==> config.mk <==
export PLATFORM = sky130hd
export DESIGN_NAME = aquaflex_seq_ctrl
export DESIGN_NICKNAME = d
export VERILOG_FILES = /design/src/rtl/aquaflex_pkg.sv /design/src/rtl/aquaflex_peristaltic_phaser.sv /design/src/rtl/aquaflex_seq_ctrl.sv
export SDC_FILE = /design/constraint.sdc
export NUM_CORES = 1
export LEC_CHECK = 0
export CELL_PAD_IN_SITES_DETAIL_PLACEMENT = 1
export CELL_PAD_IN_SITES_GLOBAL_PLACEMENT = 2
export CORE_ASPECT_RATIO = 0.7
export CORE_MARGIN = 4
export CORE_UTILIZATION = 34
export DETAILED_ROUTE_END_ITERATION = 10
export PLACE_DENSITY_LB_ADDON = 0.1
export SYNTH_ARGS = -nofsm -noshare
export SYNTH_HDL_FRONTEND = slang
export SYNTH_SLANG_ARGS = --single-unit
==> constraint.sdc <==
create_clock -name clk -period 3.4 [get_ports clk]
set_input_delay 0.34 -clock clk [delete_from_list [all_inputs] [get_ports clk]]
set_output_delay 0.34 -clock clk [all_outputs]
set_load 0.1 [all_outputs]
==> src/rtl/aquaflex_pkg.sv <==
// Shared types and lookup tables for the aquaflex-5a sequencer: FSM states,
// the peristaltic phase pattern and the switch4 routing masks.
package aquaflex_pkg;

    localparam int SEL_W     = 3;
    localparam int CNT_W     = 8;
    localparam int PH_W      = 3;
    localparam int NUM_PORTS = 5;
    localparam logic [2:0] STEP_LAST = 3'd5;

    typedef enum logic [2:0] {
        ST_IDLE,
        ST_ROUTE_IN,
        ST_FILL,
        ST_MIX,
        ST_ROUTE_OUT,
        ST_DRAIN,
        ST_DONE
    } state_e;

    typedef struct packed {
        logic [3:0] a;
        logic [3:0] b;
    } mask_pair_t;

    // Closed-valve pattern for one stroke; six steps walk the occlusion along the tube.
    function automatic logic [PH_W-1:0] phase_pat(input logic [2:0] step);
        case (step)
            3'd0:    phase_pat = 3'b100;
            3'd1:    phase_pat = 3'b110;
            3'd2:    phase_pat = 3'b010;
            3'd3:    phase_pat = 3'b011;
            3'd4:    phase_pat = 3'b001;
            3'd5:    phase_pat = 3'b101;
            default: phase_pat = 3'b000;
        endcase
    endfunction

    function automatic logic sel_valid(input logic [SEL_W-1:0] sel);
        sel_valid = (sel < SEL_W'(NUM_PORTS));
    endfunction

    // Masks for sw0 (a) and sw1 (b) that connect a source port to PumpA.
    function automatic mask_pair_t in_masks(input logic [SEL_W-1:0] sel);
        case (sel)
            3'd0:    in_masks = '{a: 4'b0000, b: 4'b1100};
            3'd1:    in_masks = '{a: 4'b1010, b: 4'b0110};
            3'd2:    in_masks = '{a: 4'b0110, b: 4'b0110};
            3'd3:    in_masks = '{a: 4'b0011, b: 4'b0110};
            3'd4:    in_masks = '{a: 4'b0000, b: 4'b0101};
            default: in_masks = '{a: 4'b0000, b: 4'b0000};
        endcase
    endfunction

    // Masks for sw2 (a) and sw3 (b) that connect PumpC to a sink port.
    function automatic mask_pair_t out_masks(input logic [SEL_W-1:0] sel);
        case (sel)
            3'd0:    out_masks = '{a: 4'b1010, b: 4'b0000};
            3'd1:    out_masks = '{a: 4'b0110, b: 4'b0101};
            3'd2:    out_masks = '{a: 4'b0110, b: 4'b1001};
            3'd3:    out_masks = '{a: 4'b0110, b: 4'b0011};
            3'd4:    out_masks = '{a: 4'b0011, b: 4'b0000};
            default: out_masks = '{a: 4'b0000, b: 4'b0000};
        endcase
    endfunction

endpackage

==> src/rtl/aquaflex_peristaltic_phaser.sv <==
// Step prescaler, step index and stroke counter shared by PumpA, Mixer1 and PumpC.
// o_phase is the pattern for the coming cycle so the caller can register it directly.
module aquaflex_peristaltic_phaser
    import aquaflex_pkg::*;
#(
    parameter int STEP_CYCLES = 4
) (
    input  logic             clk,
    input  logic             rst,
    input  logic             i_start,
    input  logic [CNT_W-1:0] i_count,
    output logic [PH_W-1:0]  o_phase,
    output logic             o_last
);

    localparam int PW = (STEP_CYCLES > 1) ? $clog2(STEP_CYCLES) : 1;
    localparam logic [PW-1:0] PRESC_MAX = PW'(STEP_CYCLES - 1);

    logic [PW-1:0]    r_presc;
    logic [PW-1:0]    w_presc_nxt;
    logic [2:0]       r_step;
    logic [2:0]       w_step_nxt;
    logic [CNT_W-1:0] r_stroke;
    logic [CNT_W-1:0] w_stroke_nxt;
    logic [CNT_W-1:0] r_count;
    logic             r_run;
    logic             w_run_nxt;
    logic             w_step_end;
    logic             w_stroke_end;
    logic             w_count_end;

    assign w_step_end   = (r_presc == PRESC_MAX);
    assign w_stroke_end = w_step_end && (r_step == STEP_LAST);
    assign w_count_end  = (r_stroke == r_count - CNT_W'(1));
    assign o_last       = r_run && w_stroke_end && w_count_end;

    always_comb begin
        w_presc_nxt  = r_presc;
        w_step_nxt   = r_step;
        w_stroke_nxt = r_stroke;
        w_run_nxt    = r_run;
        if (i_start) begin
            w_presc_nxt  = '0;
            w_step_nxt   = '0;
            w_stroke_nxt = '0;
            w_run_nxt    = 1'b1;
        end else if (r_run) begin
            if (w_step_end) begin
                w_presc_nxt = '0;
                if (r_step == STEP_LAST) begin
                    w_step_nxt   = '0;
                    w_stroke_nxt = r_stroke + CNT_W'(1);
                    if (w_count_end) begin
                        w_run_nxt = 1'b0;
                    end
                end else begin
                    w_step_nxt = r_step + 3'd1;
                end
            end else begin
                w_presc_nxt = r_presc + PW'(1);
            end
        end
    end

    assign o_phase = w_run_nxt ? phase_pat(w_step_nxt) : '0;

    always_ff @(posedge clk) begin
        if (rst) begin
            r_run <= 1'b0;
        end else begin
            r_run <= w_run_nxt;
        end
    end

    always_ff @(posedge clk) begin
        r_presc  <= w_presc_nxt;
        r_step   <= w_step_nxt;
        r_stroke <= w_stroke_nxt;
        if (i_start) begin
            r_count <= i_count;
        end
    end

endmodule

==> src/rtl/aquaflex_seq_ctrl.sv <==
// Command sequencer for the aquaflex-5a path: route-in, fill, mix, route-out, drain.
// Define AQUAFLEX_SEQ_ABORT_EN to add the abort input.
module aquaflex_seq_ctrl
    import aquaflex_pkg::*;
#(
    parameter int STEP_CYCLES   = 4,
    parameter int SETTLE_CYCLES = 8
) (
    input  logic             clk,
    input  logic             rst,
    input  logic             cmd_valid,
    output logic             cmd_ready,
    input  logic [SEL_W-1:0] cmd_in_sel,
    input  logic [SEL_W-1:0] cmd_out_sel,
    input  logic [CNT_W-1:0] cmd_fill,
    input  logic [CNT_W-1:0] cmd_mix,
    input  logic [CNT_W-1:0] cmd_drain,
    output logic [3:0]       sw0_open,
    output logic [3:0]       sw1_open,
    output logic [3:0]       sw2_open,
    output logic [3:0]       sw3_open,
    output logic [PH_W-1:0]  pump_a_phase,
    output logic [PH_W-1:0]  pump_c_phase,
    output logic [PH_W-1:0]  mix_phase,
    output logic             busy,
    output logic             done,
    output logic             err
`ifdef AQUAFLEX_SEQ_ABORT_EN
    ,
    input  logic             abort
`endif
);

    localparam int SW = (SETTLE_CYCLES > 1) ? $clog2(SETTLE_CYCLES) : 1;
    localparam logic [SW-1:0] SETTLE_MAX = SW'(SETTLE_CYCLES - 1);

    state_e           r_state;
    state_e           w_state_nxt;
    logic [SW-1:0]    r_settle;
    logic             w_settle_end;

    logic [SEL_W-1:0] r_in_sel;
    logic [SEL_W-1:0] r_out_sel;
    logic [CNT_W-1:0] r_fill;
    logic [CNT_W-1:0] r_mix;
    logic [CNT_W-1:0] r_drain;

    logic             w_acc;
    logic             w_sel_ok;
    logic [SEL_W-1:0] w_in_sel;
    mask_pair_t       w_in_m;
    mask_pair_t       w_out_m;

    logic             w_ph_start;
    logic [CNT_W-1:0] w_ph_count;
    logic [PH_W-1:0]  w_phase;
    logic             w_ph_last;

    logic [3:0]       r_sw0;
    logic [3:0]       r_sw1;
    logic [3:0]       r_sw2;
    logic [3:0]       r_sw3;
    logic [PH_W-1:0]  r_pump_a;
    logic [PH_W-1:0]  r_pump_c;
    logic [PH_W-1:0]  r_mix_ph;
    logic             r_busy;
    logic             r_done;
    logic             r_err;
    logic             r_ready;

    assign w_acc        = cmd_valid && r_ready && (r_state == ST_IDLE);
    assign w_sel_ok     = sel_valid(cmd_in_sel) && sel_valid(cmd_out_sel);
    assign w_settle_end = (r_settle == SETTLE_MAX);

    // On the accept cycle the fields are not latched yet, so route-in masks come from the port.
    assign w_in_sel = (r_state == ST_IDLE) ? cmd_in_sel : r_in_sel;
    assign w_in_m   = in_masks(w_in_sel);
    assign w_out_m  = out_masks(r_out_sel);

    always_comb begin
        w_state_nxt = r_state;
        case (r_state)
            ST_IDLE: begin
                if (w_acc && w_sel_ok) begin
                    w_state_nxt = ST_ROUTE_IN;
                end
            end
            ST_ROUTE_IN: begin
                if (w_settle_end) begin
                    if (r_fill != '0)     w_state_nxt = ST_FILL;
                    else if (r_mix != '0) w_state_nxt = ST_MIX;
                    else                  w_state_nxt = ST_ROUTE_OUT;
                end
            end
            ST_FILL: begin
                if (w_ph_last) begin
                    w_state_nxt = (r_mix != '0) ? ST_MIX : ST_ROUTE_OUT;
                end
            end
            ST_MIX: begin
                if (w_ph_last) begin
                    w_state_nxt = ST_ROUTE_OUT;
                end
            end
            ST_ROUTE_OUT: begin
                if (w_settle_end) begin
                    w_state_nxt = (r_drain != '0) ? ST_DRAIN : ST_DONE;
                end
            end
            ST_DRAIN: begin
                if (w_ph_last) begin
                    w_state_nxt = ST_DONE;
                end
            end
            ST_DONE:  w_state_nxt = ST_IDLE;
            default:  w_state_nxt = ST_IDLE;
        endcase
`ifdef AQUAFLEX_SEQ_ABORT_EN
        // DONE already carries its registered pulse and exits on its own.
        if (abort && (r_state != ST_IDLE) && (r_state != ST_DONE)) begin
            w_state_nxt = ST_IDLE;
        end
`endif
    end

    always_ff @(posedge clk) begin
        if (rst) begin
            r_state  <= ST_IDLE;
            r_settle <= '0;
        end else begin
            r_state  <= w_state_nxt;
            r_settle <= (w_state_nxt != r_state) ? '0 : r_settle + SW'(1);
        end
    end

    always_ff @(posedge clk) begin
        if (w_acc && w_sel_ok) begin
            r_in_sel  <= cmd_in_sel;
            r_out_sel <= cmd_out_sel;
            r_fill    <= cmd_fill;
            r_mix     <= cmd_mix;
            r_drain   <= cmd_drain;
        end
    end

    assign w_ph_start = ((w_state_nxt == ST_FILL) || (w_state_nxt == ST_MIX) ||
                         (w_state_nxt == ST_DRAIN)) && (w_state_nxt != r_state);

    always_comb begin
        case (w_state_nxt)
            ST_MIX:   w_ph_count = r_mix;
            ST_DRAIN: w_ph_count = r_drain;
            default:  w_ph_count = r_fill;
        endcase
    end

    aquaflex_peristaltic_phaser #(
        .STEP_CYCLES(STEP_CYCLES)
    ) u_phaser (
        .clk    (clk),
        .rst    (rst),
        .i_start(w_ph_start),
        .i_count(w_ph_count),
        .o_phase(w_phase),
        .o_last (w_ph_last)
    );

    // Every output is registered from the state it will be in during the next cycle.
    always_ff @(posedge clk) begin
        if (rst) begin
            r_sw0    <= '0;
            r_sw1    <= '0;
            r_sw2    <= '0;
            r_sw3    <= '0;
            r_pump_a <= '0;
            r_pump_c <= '0;
            r_mix_ph <= '0;
            r_busy   <= 1'b0;
            r_done   <= 1'b0;
            r_err    <= 1'b0;
            r_ready  <= 1'b0;
        end else begin
            r_sw0    <= ((w_state_nxt == ST_ROUTE_IN) || (w_state_nxt == ST_FILL)) ? w_in_m.a : '0;
            r_sw1    <= ((w_state_nxt == ST_ROUTE_IN) || (w_state_nxt == ST_FILL)) ? w_in_m.b : '0;
            r_sw2    <= ((w_state_nxt == ST_ROUTE_OUT) || (w_state_nxt == ST_DRAIN)) ? w_out_m.a : '0;
            r_sw3    <= ((w_state_nxt == ST_ROUTE_OUT) || (w_state_nxt == ST_DRAIN)) ? w_out_m.b : '0;
            r_pump_a <= (w_state_nxt == ST_FILL)  ? w_phase : '0;
            r_mix_ph <= (w_state_nxt == ST_MIX)   ? w_phase : '0;
            r_pump_c <= (w_state_nxt == ST_DRAIN) ? w_phase : '0;
            r_busy   <= (w_state_nxt != ST_IDLE);
            r_done   <= (w_state_nxt == ST_DONE);
            r_err    <= w_acc && !w_sel_ok;
            r_ready  <= (w_state_nxt == ST_IDLE);
        end
    end

    assign sw0_open     = r_sw0;
    assign sw1_open     = r_sw1;
    assign sw2_open     = r_sw2;
    assign sw3_open     = r_sw3;
    assign pump_a_phase = r_pump_a;
    assign pump_c_phase = r_pump_c;
    assign mix_phase    = r_mix_ph;
    assign busy         = r_busy;
    assign done         = r_done;
    assign err          = r_err;
    assign cmd_ready    = r_ready;

endmodule

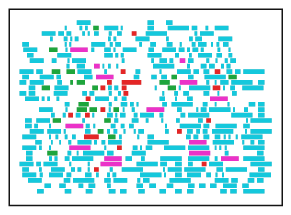
*Cell sizes after repair*
Drawn at 2 px/um.
red -> _3 and _4 cells  # cells 19
magenta -> _6 and larger  # cells 14
green -> _2 cells  # cells 21
cyan -> _0 and _1 cells  # cells 378
Layout area overhead: 29.8%
Final Instance Area: 0.00504 mm^2

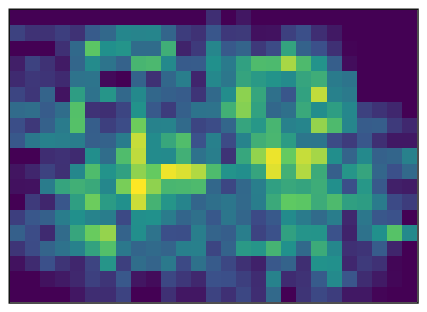
*Wire density map*
Drawn at 3 px/um. 27 x 19 tiles, from dark purple (low) to yellow (high), scaled to the fullest tile. Values are wire area over tile area, all layers added.
emptiest ninth of the die = top right
densest ninth of the die = middle
fullest tile = 0.39
tiles over half the peak = 22%
nearly empty tiles = 14%
routed len/inst: 18.4 um
Total Wirelength: 10800 um
DR vias: 3042
overall routing resource usage: 0.170

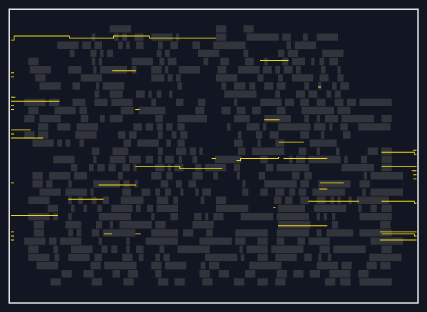
*M3 wires*
Drawn at 3 px/um.
nets with wire on the layer = 32
wire length on this layer = 363 um
met3 Use GR: 0.0440

==> flow_metrics.py <==
# Physical implementation metrics
metrics = {
    "logic_synthesis": {
        "synth_xor_xnor_area_share": 0.0361,
        "yosysSeqAreaShare": 0.536,
        "synthTopCellsByCount": "dfxtp_1 (47), edfxtp_1 (38), nand2_1 (26), nor3_1 (22), inv_1 (20)",
        "synth_warnings": 0,
        "synthSimpleGateAreaFrac": 0.185,
        "synthTopLogicFamily": "simple AND/OR/NAND/NOR gates",
        "area_leaders": "edfxtp_1 (29%), dfxtp_1 (24%), nor3_1 (2.8%)",
    },
    "final_timing": {
        "fin_tns_setup_ns": 0,
        "grt_setup_unrepaired": "true",
    },
    "floorplan": {
        "row_count": 32,
        "dieHeight_um": 97.4,
        "fp_util": 0.350,
    },
    "clock_network": {
        "clkTransAtPathRegs_ns": 0.07,
        "post_cts.repair.setup_buffers": 0,
        "cts_hold_buffers": 0,
        "cts_tree": "yes",
    },
    "critical_path": {
        "crit_required_ns": 3.44,
        "cpLargestDelayFamily": "AND-OR/OR-AND gates",
        "endpoint_kind": "flop",
    },
    "layout": {
        "dominant_cells": "registers",
        "nFillCells": 1212,
        "drive_above_1_share": 0.125,
        "layout.nonclk_buf_frac": 0.143,
        "clkCellAreaFrac": 0.0688,
    },
    "global_routing": {
        "grt_pass1_wl_um": 17600,
        "grt_pass1_vias": 3176,
        "grt_max_degree": 31,
        "gr-max-usage-layer": "met1",
    },
    "drt": {
        "routed-wl-met2_um": 4540,
    },
    "hold_path": {
        "holdPathStages": 1,
        "min_to": "r_settle[0]",
    },
    "status": {
        "outcome": "completed",
    },
    "placed_design": {
        "dp_cells": 569,
    },
}
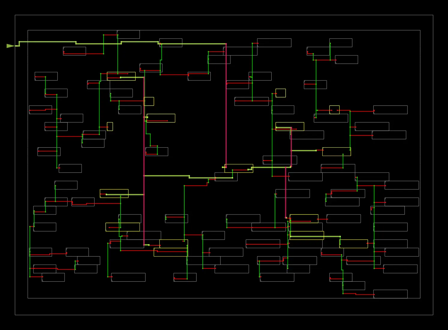
*The clock network*
Late-Pin Clk Latency: 0.34 ns
clk pwr: 1.15 mW
Num CTS Buffers: 9
clkbuf count: 9

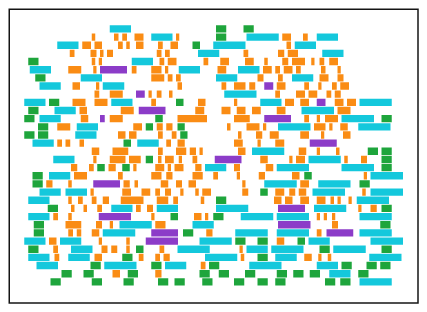
*Cells colored by class*
Drawn at 3 px/um.
green -> remaining buffers and delay cells  # cells 76, share of their area 15%
orange -> combinational and other logic  # cells 255, share of their area 35%
purple -> clock drivers and dummy loads  # cells 16, share of their area 7.1%
cyan -> sequential cells  # cells 85, share of their area 43%
Final Core Density: 0.455
fraction of area in registers: 0.413

Power is estimated from default activity; no workload was simulated.
